### src/rtl/k054539_host_bus.sv
// Host bus initiator for the 054539 register port: single-beat read/write with
// programmable setup/strobe/hold/recovery timing, WAIT extension and timeout.
module k054539_host_bus #(
    parameter int T_SETUP   = 1,
    parameter int T_PULSE   = 4,
    parameter int T_HOLD    = 1,
    parameter int T_RECOVER = 2,
    parameter int WAIT_MAX  = 64
) (
    input  logic       CLK,
    input  logic       RES,
    input  logic       REQ,
    input  logic       REQ_WR,
    input  logic [9:0] REQ_ADDR,
    input  logic [7:0] REQ_WDATA,
    output logic       BUSY,
    output logic       ACK,
    output logic       ERR,
    output logic [7:0] RDATA,
    output logic [7:0] PIN_AB,
    output logic       PIN_AB09,
    output logic [7:0] PIN_DB_OUT,
    output logic       PIN_DB_OE,
    input  logic [7:0] PIN_DB_IN,
    output logic       NCS,
    output logic       NRD,
    output logic       NWR,
    input  logic       PIN_WAIT
);

    // state   | meaning
    // IDLE    | waiting for REQ, BUSY low
    // SETUP   | address/data driven, NCS high
    // CSLEAD  | NCS low one cycle before strobe
    // STROBE  | NRD/NWR low, extended while WAIT is low
    // HOLD    | strobe high, NCS still low
    // RECOVER | NCS high, bus released, ACK follows
    typedef enum logic [2:0] {
        S_IDLE, S_SETUP, S_CSLEAD, S_STROBE, S_HOLD, S_RECOVER
    } state_t;

    localparam logic [7:0] SETUP_LD   = 8'(T_SETUP - 1);
    localparam logic [7:0] PULSE_LD   = 8'(T_PULSE - 1);
    localparam logic [7:0] HOLD_LD    = 8'(T_HOLD - 1);
    localparam logic [7:0] RECOVER_LD = 8'(T_RECOVER - 1);
    localparam logic [7:0] WAIT_LIM   = 8'(WAIT_MAX);

    state_t     state_q, state_d;
    logic [7:0] cnt_q, cnt_d;
    logic [7:0] wait_cnt_q, wait_cnt_d;
    logic       wr_q, wr_d;
    logic       busy_q, busy_d;
    logic       ack_q, ack_d;
    logic       err_q, err_d;
    logic [7:0] rdata_q, rdata_d;
    logic [7:0] ab_q, ab_d;
    logic       ab09_q, ab09_d;
    logic [7:0] db_out_q, db_out_d;
    logic       db_oe_q, db_oe_d;
    logic       ncs_q, ncs_d;
    logic       nrd_q, nrd_d;
    logic       nwr_q, nwr_d;
    logic       wait_s1_q, wait_s1_d;
    logic       wait_s2_q, wait_s2_d;

    // Address bit 8 has no pin on the chip.
    logic unused_addr8;
    assign unused_addr8 = REQ_ADDR[8];

    always_comb begin
        state_d    = state_q;
        cnt_d      = cnt_q;
        wait_cnt_d = wait_cnt_q;
        wr_d       = wr_q;
        busy_d     = busy_q;
        ack_d      = 1'b0;
        err_d      = err_q;
        rdata_d    = rdata_q;
        ab_d       = ab_q;
        ab09_d     = ab09_q;
        db_out_d   = db_out_q;
        db_oe_d    = db_oe_q;
        ncs_d      = ncs_q;
        nrd_d      = nrd_q;
        nwr_d      = nwr_q;
        wait_s1_d  = PIN_WAIT;
        wait_s2_d  = wait_s1_q;

        case (state_q)
            S_IDLE: begin
                if (REQ) begin
                    wr_d       = REQ_WR;
                    ab_d       = REQ_ADDR[7:0];
                    ab09_d     = REQ_ADDR[9];
                    db_out_d   = REQ_WR ? REQ_WDATA : db_out_q;
                    db_oe_d    = REQ_WR;
                    err_d      = 1'b0;
                    busy_d     = 1'b1;
                    cnt_d      = SETUP_LD;
                    wait_cnt_d = 8'd0;
                    state_d    = S_SETUP;
                end
            end
            S_SETUP: begin
                if (cnt_q == 8'd0) begin
                    ncs_d   = 1'b0;
                    state_d = S_CSLEAD;
                end else begin
                    cnt_d = cnt_q - 8'd1;
                end
            end
            S_CSLEAD: begin
                nrd_d   = wr_q;
                nwr_d   = ~wr_q;
                cnt_d   = PULSE_LD;
                state_d = S_STROBE;
            end
            S_STROBE: begin
                if (cnt_q != 8'd0) begin
                    cnt_d = cnt_q - 8'd1;
                end else if (wait_s2_q || (wait_cnt_q == WAIT_LIM)) begin
                    // Timeout only if the chip is still holding WAIT at the limit.
                    err_d   = ~wait_s2_q;
                    rdata_d = wr_q ? rdata_q : PIN_DB_IN;
                    nrd_d   = 1'b1;
                    nwr_d   = 1'b1;
                    cnt_d   = HOLD_LD;
                    state_d = S_HOLD;
                end else begin
                    wait_cnt_d = wait_cnt_q + 8'd1;
                end
            end
            S_HOLD: begin
                if (cnt_q == 8'd0) begin
                    ncs_d   = 1'b1;
                    db_oe_d = 1'b0;
                    cnt_d   = RECOVER_LD;
                    state_d = S_RECOVER;
                end else begin
                    cnt_d = cnt_q - 8'd1;
                end
            end
            S_RECOVER: begin
                if (cnt_q == 8'd0) begin
                    busy_d  = 1'b0;
                    ack_d   = 1'b1;
                    state_d = S_IDLE;
                end else begin
                    cnt_d = cnt_q - 8'd1;
                end
            end
            default: state_d = S_IDLE;
        endcase
    end

    always_ff @(posedge CLK or posedge RES) begin
        if (RES) begin
            state_q    <= S_IDLE;
            cnt_q      <= 8'd0;
            wait_cnt_q <= 8'd0;
            wr_q       <= 1'b0;
            busy_q     <= 1'b0;
            ack_q      <= 1'b0;
            err_q      <= 1'b0;
            rdata_q    <= 8'd0;
            ab_q       <= 8'd0;
            ab09_q     <= 1'b0;
            db_out_q   <= 8'd0;
            db_oe_q    <= 1'b0;
            ncs_q      <= 1'b1;
            nrd_q      <= 1'b1;
            nwr_q      <= 1'b1;
            wait_s1_q  <= 1'b1;
            wait_s2_q  <= 1'b1;
        end else begin
            state_q    <= state_d;
            cnt_q      <= cnt_d;
            wait_cnt_q <= wait_cnt_d;
            wr_q       <= wr_d;
            busy_q     <= busy_d;
            ack_q      <= ack_d;
            err_q      <= err_d;
            rdata_q    <= rdata_d;
            ab_q       <= ab_d;
            ab09_q     <= ab09_d;
            db_out_q   <= db_out_d;
            db_oe_q    <= db_oe_d;
            ncs_q      <= ncs_d;
            nrd_q      <= nrd_d;
            nwr_q      <= nwr_d;
            wait_s1_q  <= wait_s1_d;
            wait_s2_q  <= wait_s2_d;
        end
    end

    assign BUSY       = busy_q;
    assign ACK        = ack_q;
    assign ERR        = err_q;
    assign RDATA      = rdata_q;
    assign PIN_AB     = ab_q;
    assign PIN_AB09   = ab09_q;
    assign PIN_DB_OUT = db_out_q;
    assign PIN_DB_OE  = db_oe_q;
    assign NCS        = ncs_q;
    assign NRD        = nrd_q;
    assign NWR        = nwr_q;

endmodule
### config.mk
export PLATFORM = sky130hd
export DESIGN_NAME = k054539_host_bus
export DESIGN_NICKNAME = d
export VERILOG_FILES = /design/src/rtl/k054539_host_bus.sv
export SDC_FILE = /design/constraint.sdc
export NUM_CORES = 1
export LEC_CHECK = 0
export CORE_MARGIN = 2
export CORE_UTILIZATION = 45
export DETAILED_ROUTE_END_ITERATION = 8
export PLACE_DENSITY = 0.74
export SYNTH_ARGS = -nofsm -noshare
export SYNTH_HDL_FRONTEND = slang
export SYNTH_SLANG_ARGS = --single-unit
### constraint.sdc
create_clock -name CLK -period 5.79 [get_ports CLK]
set_clock_uncertainty 0.1 [all_clocks]
set_input_delay 1.737 -clock CLK [delete_from_list [all_inputs] [get_ports CLK]]
set_output_delay 1.737 -clock CLK [all_outputs]
set_load 0.02 [all_outputs]
**Run 1: a small window of the routed layout**

Bar = 20 µm. Region (15, 29) to (65, 79) µm. Cells in gray, sequential cells in the stronger gray; small squares are vias.
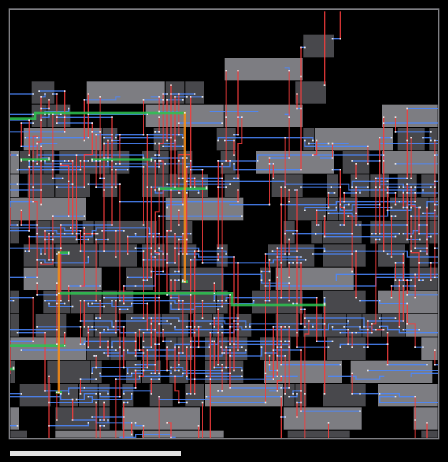
color	layer
green	metal 3
red	metal 2
orange	metal 4
blue	metal 1
netlist names of flops here include	`cnt_q` (6), `wait_cnt_q` (6), `state_q` (3)
cells with their middle in the window	149
sequential cells in the window	21
most frequent	dfrtp_1 (18), nand2_1 (13), nor2_1 (12)

**Run 1: I/O pins on the die edge**

Bar = 20 µm. Pins as bars across the die edge, other pins in gray.
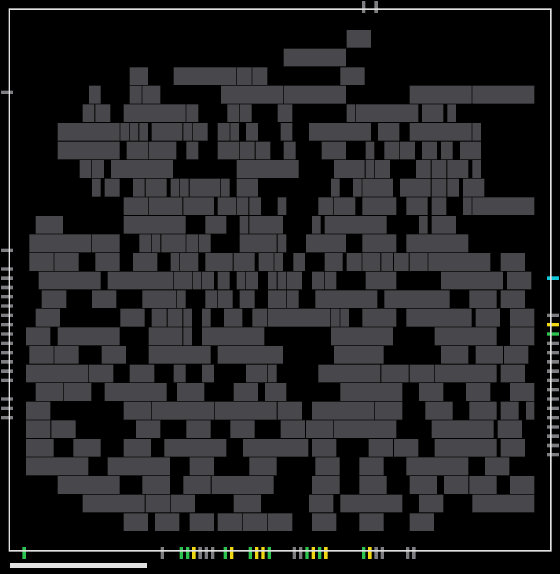
color	port	pins	direction	edge
green	`REQ_ADDR`	10	input	9 bottom, 1 right
yellow	`PIN_AB`	8	output	7 bottom, 1 right
cyan	`ERR`	1	output	right
all pins by edge	26 bottom, 18 left, 17 right, 2 top

**Run 1: wiring heat map**

Bar = 20 µm. 16 x 16 tiles, from dark blue (low) to red (high), scaled to the fullest tile. Values are wire area over tile area, all layers added.
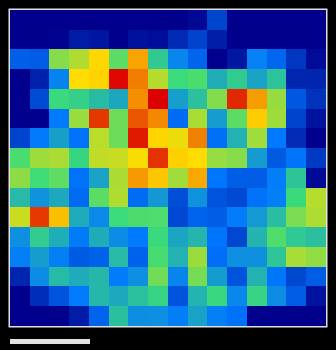
densest ninth of the die	middle
mean over tiles	0.13
fullest tile	0.37
nearly empty tiles	15%

==> results_dict.tcl, run 1 <==
# yosys + openroad results
set metrics [dict create \
    slew_viol_final 0 \
    common_cells "dfrtp_1, mux2_2, nor2_1" \
    critPathMaxFanout 15 \
    post-route-min-period_ns 3.38 \
    hold_path_depth 0 \
    reg2reg_slack_ns 3.47 \
    vdd_drop_max_mv 0.197 \
    die-width_um 79.0 \
    clock_path_buffers 2 \
    grt_pass1_wl_um 8720 \
    worstMarginPinSlew_ns 0.663 \
    synth-edff-count 0 \
    top_area_frac 0.484 \
    rr_endpoint "RDATA[6]" \
    startpoint "REQ" \
    max-cap-violations 0 \
    grt_antenna_before_repair 0 \
    final_area_mm2 0.00332 \
    cts_inserted_buffers 5 \
    dp_slack_ns 2.14 \
    status "complete, no violations" \
    ys_cells 222 \
    comb_share 0.332 \
    fin_ws_ns 2.41 \
    fin_total_pwr_w 0.00155 \
    p_leak_nw 1.43 \
    num_tap_cells 72 \
    ioPinCount 63 \
    synth_cells 222 \
    n_antenna_cell 0 \
    fp-utilization 0.463 \
    hp-start "wait_s1_q" \
    cts_resized 0 \
    logic_family "simple AND/OR/NAND/NOR gates" \
    gr-total-overflow 0 \
    port-buffer-count 61 \
    first_iter_violations 108 \
    aoi_share 0.115 \
    comb_area_mm2 0.00110 \
    ant_nets 0 \
    wl_um 5020 \
    yosys.area.top_type "dfrtp_1" \
    hold_slack_ns 0.265 \
    die_h_um 79.0 \
    critPathRequiredTime_ns 5.91 \
    placed_area_mm2 0.00321 \
    fmaxAchievable_ghz 0.296 \
    crit_type "input pin to flop" \
    mux_area_frac 0.116 \
    hp-class "flop to flop" \
    grt_max_degree 55 \
    setup_viol 0 \
    simple_gate_area_frac 0.163 \
    yosysWarnings 0 \
    clock-sinks 54 \
    stdcell_count 357 \
    final_nets 319 \
    syn_nets 257 \
    clk_share 0.0317 \
    drt_first_pass_iters 4 \
    seqCellArea_mm2 0.00136 \
    filler_cell_count 466 \
    critPathSlowestCell "a2bb2oi_2" \
    clk_latency_ns 0.30 \
    hold_end "wait_s2_q" \
    finalHoldViolations 0 \
    ys_chip_area_mm2 0.00253 \
    vias 1904 \
    setup.worst_path.end_class "flop" \
    clkTransAtPathRegs_ns 0.09 \
    place.gp.congestion 0.780 \
    nClkBuffers 7 \
    chipArea_mm2 0.00625 \
    cp_cell_sequence "clkdlybuf4s50_1 -> nor4_1 -> a21oi_1 -> a2bb2oi_2 -> o21ai_0 -> a21oi_1" \
    max_stage_delay_ns 0.50 \
    critPathCapture "cnt_q[6]" \
    rsz0062_at_grt "no" \
    synth-xor-area-share 0.0207 \
    viasPerCell 5.33 \
]
## run 1: logic make-up (layout without fill, tap and decap cells)
| kind of cell | count (synthesis) | after routing |
|---|---|---|
| buf+inv | 18 | 81 |
| xor+xnor | 6 | 6 |
| compound gates | 44 | 44 |
| simple gates | 70 | 70 |
| fa+ha+maj | 4 | 4 |
| flops | 54 | 54 |
| mux | 26 | 26 |
## run 1: report_power, final
part | leakage [nW] | internal (W) | total (W) | switching [W]
logic | 0.709 | 0.000338 | 0.000667 | 0.000329
registers | 0.667 | 0.000528 | 0.000657 | 0.000129
clock network | 0.0544 | 0.000110 | 0.000229 | 0.000119
## run 1: layer usage
layer | GRT usage | up-vias | part of all wire
li1 | - | 922 | -
met1 | 0.233 | 932 | 0.47
met2 | 0.279 | 45 | 0.47
met3 | 0.0511 | 5 | 0.059
met4 | 0.0414 | 0 | 0.0072
met5 | 0 | - | 0
## run 1: placed cells by master, fill, tap and decap left out, types with 2 or more instances in the layout
cell type and count:
a21oi_1 12, o22a_1 2, nand4_1 5, ha_1 4
a21o_1 2, mux2_1 3, a31oi_1 2, dfstp_2 5
and2_1 2, and3_1 4, clkbuf_8 7, nor2b_1 2
xor2_1 6, a211oi_1 2, o21ai_0 12, o31ai_1 2
inv_1 9, nand3_1 4, nand2_1 13, or3_1 5
mux2_2 23, clkdlybuf4s50_1 61, nor3_1 4, dfrtp_1 49
nor4_1 2, buf_4 2, nor2_1 15, o41ai_1 2
nand2b_1 2
## run 1: critical path: cells and delay by family
family                 cells  cell delay [ns]
and+or+nand+nor            1             0.30
AOI/OAI and AO/OA          4             0.98
buffers and inverters      1             0.48
## run 1: registers in the layout, indices dropped and copies added (netlist names), 3 cells and up
signal	count
PIN_AB	8
RDATA	8
state_q	3
cnt_q	8
wait_cnt_q	8
PIN_DB_OUT	8
--- run 2 (diff from run 1) ---
- CORE_UTILIZATION: 45 -> 44
- PLACE_DENSITY: 0.74 -> 0.75
- clock period: 5.79 -> 2.82 ns (I/O delays scaled with it)
**Run 2: I/O pins on the die edge**

Bar = 20 µm. Pins as bars across the die edge, other pins in gray.
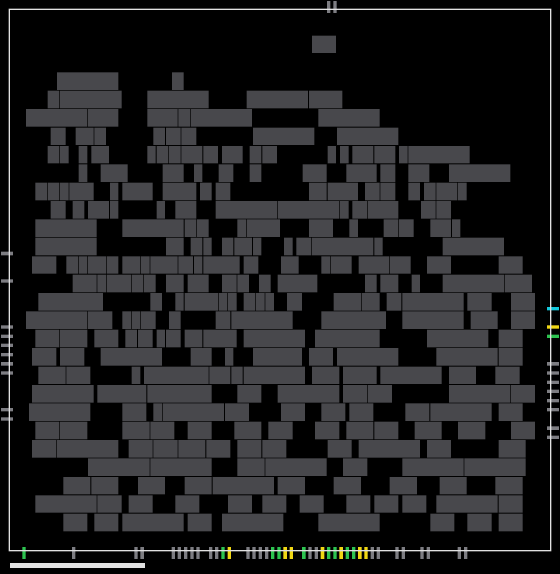
color	port	pins	direction	edge
green	`REQ_ADDR`	10	input	9 bottom, 1 right
cyan	`ERR`	1	output	right
yellow	`PIN_AB`	8	output	7 bottom, 1 right

==> results_dict.tcl, run 2 <==
# yosys + openroad results
set metrics [dict create \
    status "complete, no violations" \
    yosys.area.top_type "dfrtp_1" \
    layout.cells.most_common "clkdlybuf4s50_1" \
    rr_endpoint "RDATA[0]" \
    worstMarginPinSlew_ns 0.551 \
    final_nets 320 \
    n_antenna_cell 0 \
    grtUsageMet3 0.0362 \
    hp-class "flop to flop" \
    critPathRequiredTime_ns 1.87 \
    dp_slack_ns 0.134 \
    syn_nets 257 \
    wl_met1_um 2290 \
    common_cells "dfrtp_1, mux2_2, nor2_1" \
    clkTransAtPathRegs_ns 0.11 \
    rsz0062_at_grt "no" \
    top_layer_used "met4" \
    first_iter_violations 73 \
    filler_cell_count 475 \
    reg2reg_slack_ns 0.49 \
    p_leak_nw 1.43 \
    grt_antenna_before_repair 0 \
    gr-total-overflow 0 \
    chipArea_mm2 0.00638 \
    path_buffers 1 \
    hold_path_depth 0 \
    critPathTopFamily "buffers and inverters" \
    die-width_um 79.9 \
    post-route-min-period_ns 2.41 \
    ys_chip_area_mm2 0.00253 \
    fin_ws_ns 0.412 \
    grt_util_met2 0.293 \
    critPathMaxFanout 2 \
    cts_resized 0 \
    setup.worst_path.end_class "output port" \
    gr-max-usage-layer "met2" \
    wl_met3_um 189 \
    slew_viol_final 0 \
    hold_end "wait_s2_q" \
    use_met1 0.238 \
    yosysWarnings 0 \
    max-cap-violations 0 \
    ff2ff_path_depth 7 \
    ioPinCount 63 \
    crit_type "flop to output port" \
    critPathSlowestCell "clkdlybuf4s50_1" \
    top_area_frac 0.484 \
    max_stage_delay_ns 0.61 \
    hp-start "wait_s1_q" \
    clk_latency_ns 0.31 \
    vias 1905 \
    synth-edff-count 0 \
    ant_nets 0 \
    synth_cells 222 \
    cts_inserted_buffers 5 \
    clock-sinks 54 \
    fmaxAchievable_ghz 0.415 \
    wl_um 5170 \
    ys_cells 222 \
    cp_cell_sequence "clkdlybuf4s50_1" \
    grt_pass1_wl_um 8870 \
    finalHoldViolations 0 \
    grt_max_degree 44 \
    layout_top_cells "clkdlybuf4s50_1, dfrtp_1, mux2_2" \
    viasPerCell 5.32 \
    place.gp.congestion 0.807 \
    drt_first_pass_iters 4 \
    setup_viol 0 \
    vdd_drop_max_mv 0.506 \
    clock_path_buffers 2 \
    routed-wl-met2_um 2610 \
    die_h_um 79.9 \
    cts_root_buf "clkbuf_8" \
    fp-utilization 0.457 \
]
[run 2: cell counts after synthesis]
No cell type changed its count.
[run 2: cells by family (layout without fill, tap and decap cells)]
kind of cell / Yosys count / after routing / share of synthesized area
xor+xnor: 6 / 6 / 0.0207
mux: 26 / 26 / 0.116
flops: 54 / 54 / 0.536
compound gates: 44 / 44 / 0.115
buf+inv: 18 / 82 / 0.0296
simple gates: 70 / 70 / 0.163
fa+ha+maj: 4 / 4 / 0.0198
[run 2: final cells by class]
type                       instances  area (µm²)  area share
clock inverter                     2        16.3     0.00488
sequential                        54        1360       0.408
multi-input combinational        150        1100       0.331
tap                               72        90.1      0.0270
timing repair buffer              64         646       0.194
clock buffer                       6        82.6      0.0248
inverter                          10        37.5      0.0113
[run 2: worst max path at each step]
| stage | from | end | depth (start not counted) |
|---|---|---|---|
| detailed placement | REQ | cnt_q[4] | 6 |
| global placement | REQ | cnt_q[4] | 6 |
| floorplan | RES | ACK | 1 |
| global route | REQ | cnt_q[4] | 6 |
| finish | NWR | NWR | 1 |
| CTS | NWR | NWR | 1 |
[run 2: report_power, final]
group          internal, W  total, W  switching (W)
Combinational     0.000698   0.00138       0.000685
Sequential         0.00108   0.00134       0.000258
Clock             0.000203  0.000474       0.000271
[run 2: per-stage QoR]
stage,util,hold slack (ns),instances,instance area (µm²),total power (W)
after CTS,0.601,0.266,358,3330,0.00323
final,0.601,0.263,358,3330,0.00320
after detailed placement,0.583,0.251,350,3230,0.00275
after floorplan,-,0.245,222,2530,0.00219
after global routing,0.601,0.271,358,3330,0.00342
after global placement,0.583,0.247,350,3230,0.00271
Power and IR drop assume default switching activity.
